--- config.mk ---
export PLATFORM = sky130hd
export DESIGN_NAME = serial_sub_ctrl
export DESIGN_NICKNAME = d
export VERILOG_FILES = /design/src/rtl/serial_sub_ctrl.sv
export SDC_FILE = /design/constraint.sdc
export NUM_CORES = 1
export LEC_CHECK = 0
export CORE_MARGIN = 5
export CORE_UTILIZATION = 25
export DETAILED_ROUTE_END_ITERATION = 10
export PLACE_DENSITY = 0.48
export SLEW_MARGIN = 20
export SYNTH_ARGS = -nofsm -noshare
export SYNTH_HDL_FRONTEND = slang
export SYNTH_SLANG_ARGS = --single-unit
--- constraint.sdc ---
create_clock -name clk -period 1.5 [get_ports clk]
set_input_delay 0.45 -clock clk [delete_from_list [all_inputs] [get_ports clk]]
set_output_delay 0.45 -clock clk [all_outputs]
set_load 0.1 [all_outputs]
--- src/rtl/serial_sub_ctrl.sv ---
// Bit-serial W-bit subtractor: feeds a 1-bit full-subtractor one operand bit per clock,
// LSB first, through a registered borrow, and reports diff / borrow_out / zero with a done pulse.
module serial_sub_ctrl #(
    parameter int W = 8
) (
    input  logic         clk,
    input  logic         rst,
    input  logic         start,
    input  logic [W-1:0] a,
    input  logic [W-1:0] b,
    input  logic         borrow_in,
    output logic         busy,
    output logic         done,
    output logic [W-1:0] diff,
    output logic         borrow_out,
    output logic         zero
);

    localparam int CW = $clog2(W) + 1;
    localparam logic [CW-1:0] LAST_CNT = CW'(W - 1);

    typedef enum logic [1:0] {
        ST_IDLE  = 2'd0,
        ST_SHIFT = 2'd1,
        ST_DONE  = 2'd2
    } state_t;

    state_t        state_r;
    logic [W-1:0]  a_sh_r;
    logic [W-1:0]  b_sh_r;
    logic [W-1:0]  res_sh_r;
    logic          borrow_r;
    logic [CW-1:0] cnt_r;

    logic          sub_s;
    logic          borrow_s;
    logic [W-1:0]  res_next_s;

    // 1-bit full-subtractor cell equations; returns {Borrow, Sub}
    function automatic logic [1:0] full_sub(input logic a_bit, input logic b_bit, input logic c_bit);
        logic s_v;
        logic bo_v;
        s_v  = a_bit ^ b_bit ^ c_bit;
        bo_v = (~a_bit & b_bit) | (~(a_bit ^ b_bit) & c_bit);
        return {bo_v, s_v};
    endfunction

    // Cell evaluation on the current LSBs and the next result shift-register value
    always_comb begin
        {borrow_s, sub_s} = full_sub(a_sh_r[0], b_sh_r[0], borrow_r);
        res_next_s        = res_sh_r >> 1'b1;
        res_next_s[W-1]   = sub_s;
    end

    // Control FSM with registered outputs and datapath shift registers
    always_ff @(posedge clk) begin
        if (rst) begin
            state_r    <= ST_IDLE;
            a_sh_r     <= {W{1'b0}};
            b_sh_r     <= {W{1'b0}};
            res_sh_r   <= {W{1'b0}};
            borrow_r   <= 1'b0;
            cnt_r      <= {CW{1'b0}};
            busy       <= 1'b0;
            done       <= 1'b0;
            diff       <= {W{1'b0}};
            borrow_out <= 1'b0;
            zero       <= 1'b0;
        end else begin
            case (state_r)
                ST_IDLE, ST_DONE: begin
                    done <= 1'b0;
                    if (start) begin
                        a_sh_r   <= a;
                        b_sh_r   <= b;
                        borrow_r <= borrow_in;
                        cnt_r    <= {CW{1'b0}};
                        busy     <= 1'b1;
                        state_r  <= ST_SHIFT;
                    end else begin
                        busy    <= 1'b0;
                        state_r <= ST_IDLE;
                    end
                end
                ST_SHIFT: begin
                    res_sh_r <= res_next_s;
                    a_sh_r   <= a_sh_r >> 1'b1;
                    b_sh_r   <= b_sh_r >> 1'b1;
                    borrow_r <= borrow_s;
                    cnt_r    <= cnt_r + CW'(1);
                    if (cnt_r == LAST_CNT) begin
                        // result outputs update only here, on the final bit
                        diff       <= res_next_s;
                        borrow_out <= borrow_s;
                        zero       <= (res_next_s == {W{1'b0}});
                        done       <= 1'b1;
                        busy       <= 1'b0;
                        state_r    <= ST_DONE;
                    end else begin
                        busy    <= 1'b1;
                        state_r <= ST_SHIFT;
                    end
                end
                default: begin
                    busy    <= 1'b0;
                    done    <= 1'b0;
                    state_r <= ST_IDLE;
                end
            endcase
        end
    end

endmodule

Figure 1. Power grid.
The bar under the picture is 20 um long. Pins as bars on the die edge.
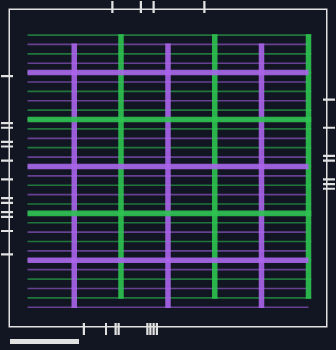
| colour | net |
|---|---|
| purple | VSS |
| green | VDD |
met1 rails: 30
met5 straps: 5
rows: 29
met4 straps: 6
signal pins: 32

Figure 2. Placement by cell class.
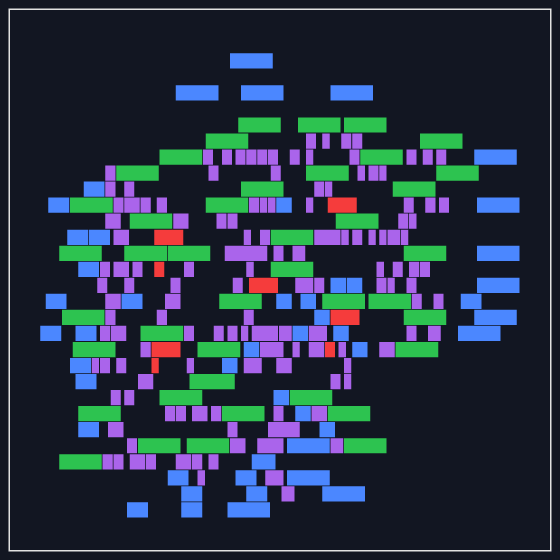
| colour | class | cells | share of their area |
|---|---|---|---|
| purple | remaining logic cells | 133 | 34% |
| green | registers | 41 | 37% |
| red | clock drivers and dummy loads | 8 | 3.7% |
| blue | remaining buffers and delay cells | 48 | 26% |

Figure 3. Routed clock nets over the placement.
The bar under the picture is 20 um long.
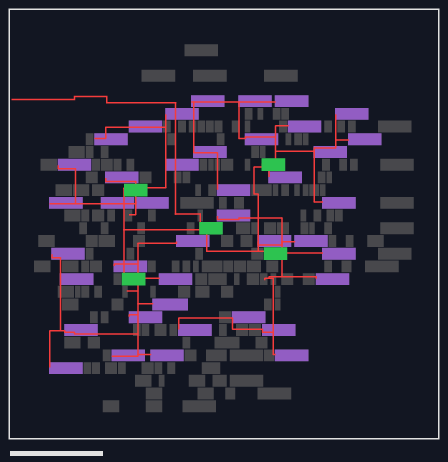
[red] clock wires | length: 549 um
[purple] flip-flops | count: 41
[green] clock-net drivers | count: 5
routed clock nets: 6

Figure 4. Signal wires by layer.
The bar under the picture is 20 um long.
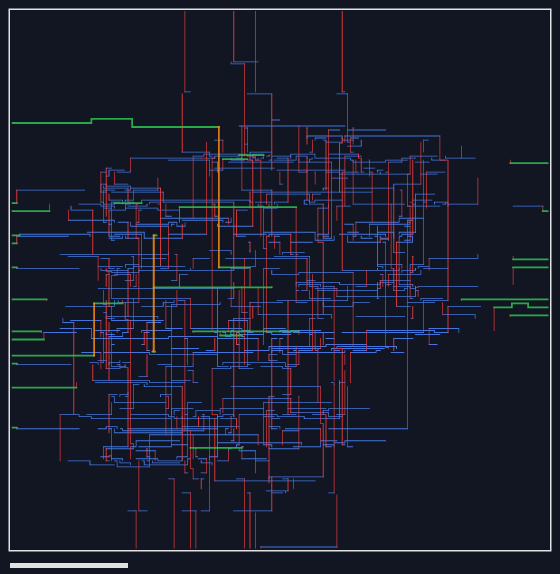
| colour | layer | wire length |
|---|---|---|
| green | M3 | 232 um |
| red | M2 | 1740 um |
| blue | M1 | 2080 um |
| orange | M4 | 52.4 um |

Figure 5. The clock network.
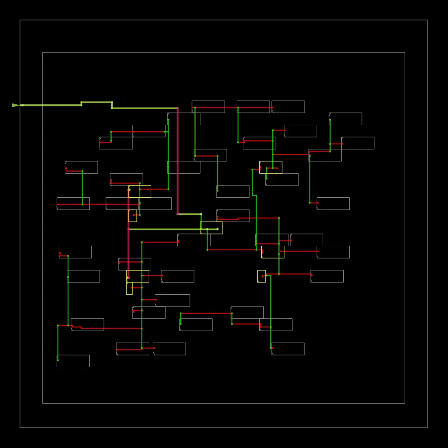
Worst-Skew Late Latency: 0.29 ns
TritonCTS buffer count: 5

==> flow_summary.json <==
{
  "setup_violations": 0,
  "power.internal_mw": 1.61,
  "powerClk_uw": 697,
  "gp_congestion": 0.720,
  "drc": 0,
  "rsz0062_at_grt": "yes",
  "top_area_frac": 0.493,
  "core-area_um2": 6420,
  "worst_pin_slew_ns": 0.299,
  "avgSynthCellArea_um2": 8.67,
  "die_y_um": 91.6,
  "grt_pass1_vias": 1417,
  "hold_viol_final": 0,
  "crit_arrival_ns": 1.57,
  "met3_usage": 0.0264,
  "fin_nets": 251,
  "hold_class": "register to register",
  "grt_max_degree": 25,
  "r2r_cells": 5,
  "leakagePower_nw": 0.826,
  "critPathLaunch": "start",
  "power_density_nw_per_um2": 933,
  "r2r-end": "zero$_SDFFE_PP0P_",
  "max_slew_margin": 0.800,
  "chip_area_um2": 8390,
  "r2r-start": "b_sh_r[0]$_SDFFE_PP0P_",
  "grt_pass1_wl_um": 6730,
  "whs_endpoint": "a_sh_r[7]$_SDFFE_PP0P_",
  "top_usage_layer": "met2",
  "h-tree-depth": 2,
  "hold_path_startpoint": "a_sh_r[7]$_SDFFE_PP0P_",
  "fp_nets": 214,
  "place_hpwl_um": 2810,
  "portBuffers": 31,
  "wl_met1_um": 2080,
  "irDropWorstVdd_uv": 510,
  "warnings": 27,
  "drive_gt1_frac": 0.183,
  "clkPwrFrac": 0.319,
  "netlist_instances": 192,
  "cap_violations": 0,
  "pwr-share-comb": 0.152,
  "top_power_group": "sequential cells",
  "num-fill-cells": 656,
  "path_delay_family": "buffers and inverters",
  "grt_usage": 0.0976,
  "cp-start-kind": "input port",
  "timing.final.crit_share": 0.929,
  "synth-seq-cells": 41,
  "use_met1": 0.134,
  "hold_buffers": 0,
  "synth.logic.top_family": "AND-OR/OR-AND gates",
  "r2r_slack_ns": 0.11,
  "area_growth_pct": 40.8,
  "aoi_share": 0.227,
  "avgRoutedWirePerCell_um": 13.4,
  "fp-utilization": 0.259,
  "logic_area_um2": 748,
  "ctsResizeCount": 0,
  "drt-total-wl_um": 4100,
  "ys_sh_xor": 0,
  "fmax_mhz": 718,
  "top_area_cell": "dfxtp_1",
  "powerComb_uw": 333,
  "switchingPower_uw": 572,
  "cts_root_buf": "clkbuf_8",
  "via_per_inst": 4.82,
  "mappedNetlistArea_um2": 1660,
  "sw_frac_of_total": 0.262,
  "grt_antenna_before_repair": 0,
  "clockBufferDepth": 2,
  "ys.warnings.count": 0,
  "routed-via-count": 1480,
  "final_cell_mix": "dfxtp_1 (40), a21oi_1 (37), nand3_1 (27)",
  "hold_depth": 2,
  "ios": 32,
  "yosys_area_um2": 1660,
  "path_buffers": 2,
  "place_ws_ns": -0.246,
  "status": "complete, no violations",
  "n_antenna_cell": 0,
  "synth_cell_types": 28,
  "pwr-share-seq": 0.529,
  "fin_ws_ns": 0.107,
  "detail-route-antenna-nets": 0,
  "grt_util_met2": 0.144,
  "synth.area.top_cells": "dfxtp_1 (49%), a21oi_1 (11%), nand3_1 (8.1%), a22oi_1 (6.3%), nand2_1 (4.3%)",
  "grt-ovfl-total": 0,
  "synthAdderAreaFrac": 0.0195,
  "fin_setup_tns_ns": 0,
  "cts.clk_slew.worst_paths_ns": 0.08,
  "die_w_um": 91.6,
  "dr.pass1.iters": 4,
  "slew_violations": 0,
  "critPathCaptureType": "register",
  "mux_share": 0.0158,
  "timing_worst_setup_path_type": "input port to register",
  "holdWs_ns": 0.466,
  "cp_max_fo": 3,
  "seq_power_mw": 1.16,
  "ys_cells": 192
}
[Yosys cell counts (all sizes together)]
library cell	instances
nand2b	3
nand4	1
a211oi	1
a21oi	37
nor4	2
nand3	27
clkbuf	6
nand2	19
mux2	2
and3b	1
inv	2
and2b	1
nor2	4
dfxtp	41
o21ai	10
a22oi	14
nand3b	1
o31ai	1
a2bb2oi	1
nor2b	2
buf	12
a311oi	1
ha	1
fa	1
nor3b	1
[worst max-delay path by stage]
stage	to	slack (ns)	cells past startpoint
floorplan	cnt_r[2]$_SDFFE_PP0P_	0.02	4
global placement	b_sh_r[5]$_SDFFE_PP0P_	-0.21	5
detailed placement	b_sh_r[4]$_SDFFE_PP0P_	-0.25	5
CTS	zero$_SDFFE_PP0P_	0.005	5
global route	zero$_SDFFE_PP0P_	0.01	5
finish	cnt_r[3]$_SDFFE_PP0P_	0.11	5
[sequential cells by signal (all words and copies together) (netlist names), 2 cells and up]
signal and count:
res_sh_r 7, b_sh_r 8, state_r 2, diff 8
cnt_r 4, a_sh_r 8
[through the flow]
stage	instance area, um2	std cells	power, mW	utilization
2_1_floorplan	1670	192	1.37	-
3_3_place_gp	2250	299	1.51	0.350
3_5_place_dp	2250	299	1.51	0.350
4_1_cts	2330	307	2.21	0.363
5_1_grt	2340	307	2.29	0.365
6_report	2340	307	2.19	0.365
[worst min-delay path, cell delays in order, from the launching register on]
cell	delay (ns)
dfxtp_1	0.31
nand3_1	0.06
a21oi_1	0.05
[final cells by class]
cell class,instances,area share
clock inverter,2,0.00427
timing repair buffer,48,0.250
sequential,41,0.351
clock buffer,6,0.0310
multi-input combinational,131,0.319
tap,77,0.0411
inverter,2,0.00320
No activity file was given, so power comes from the tool's default toggle rates.
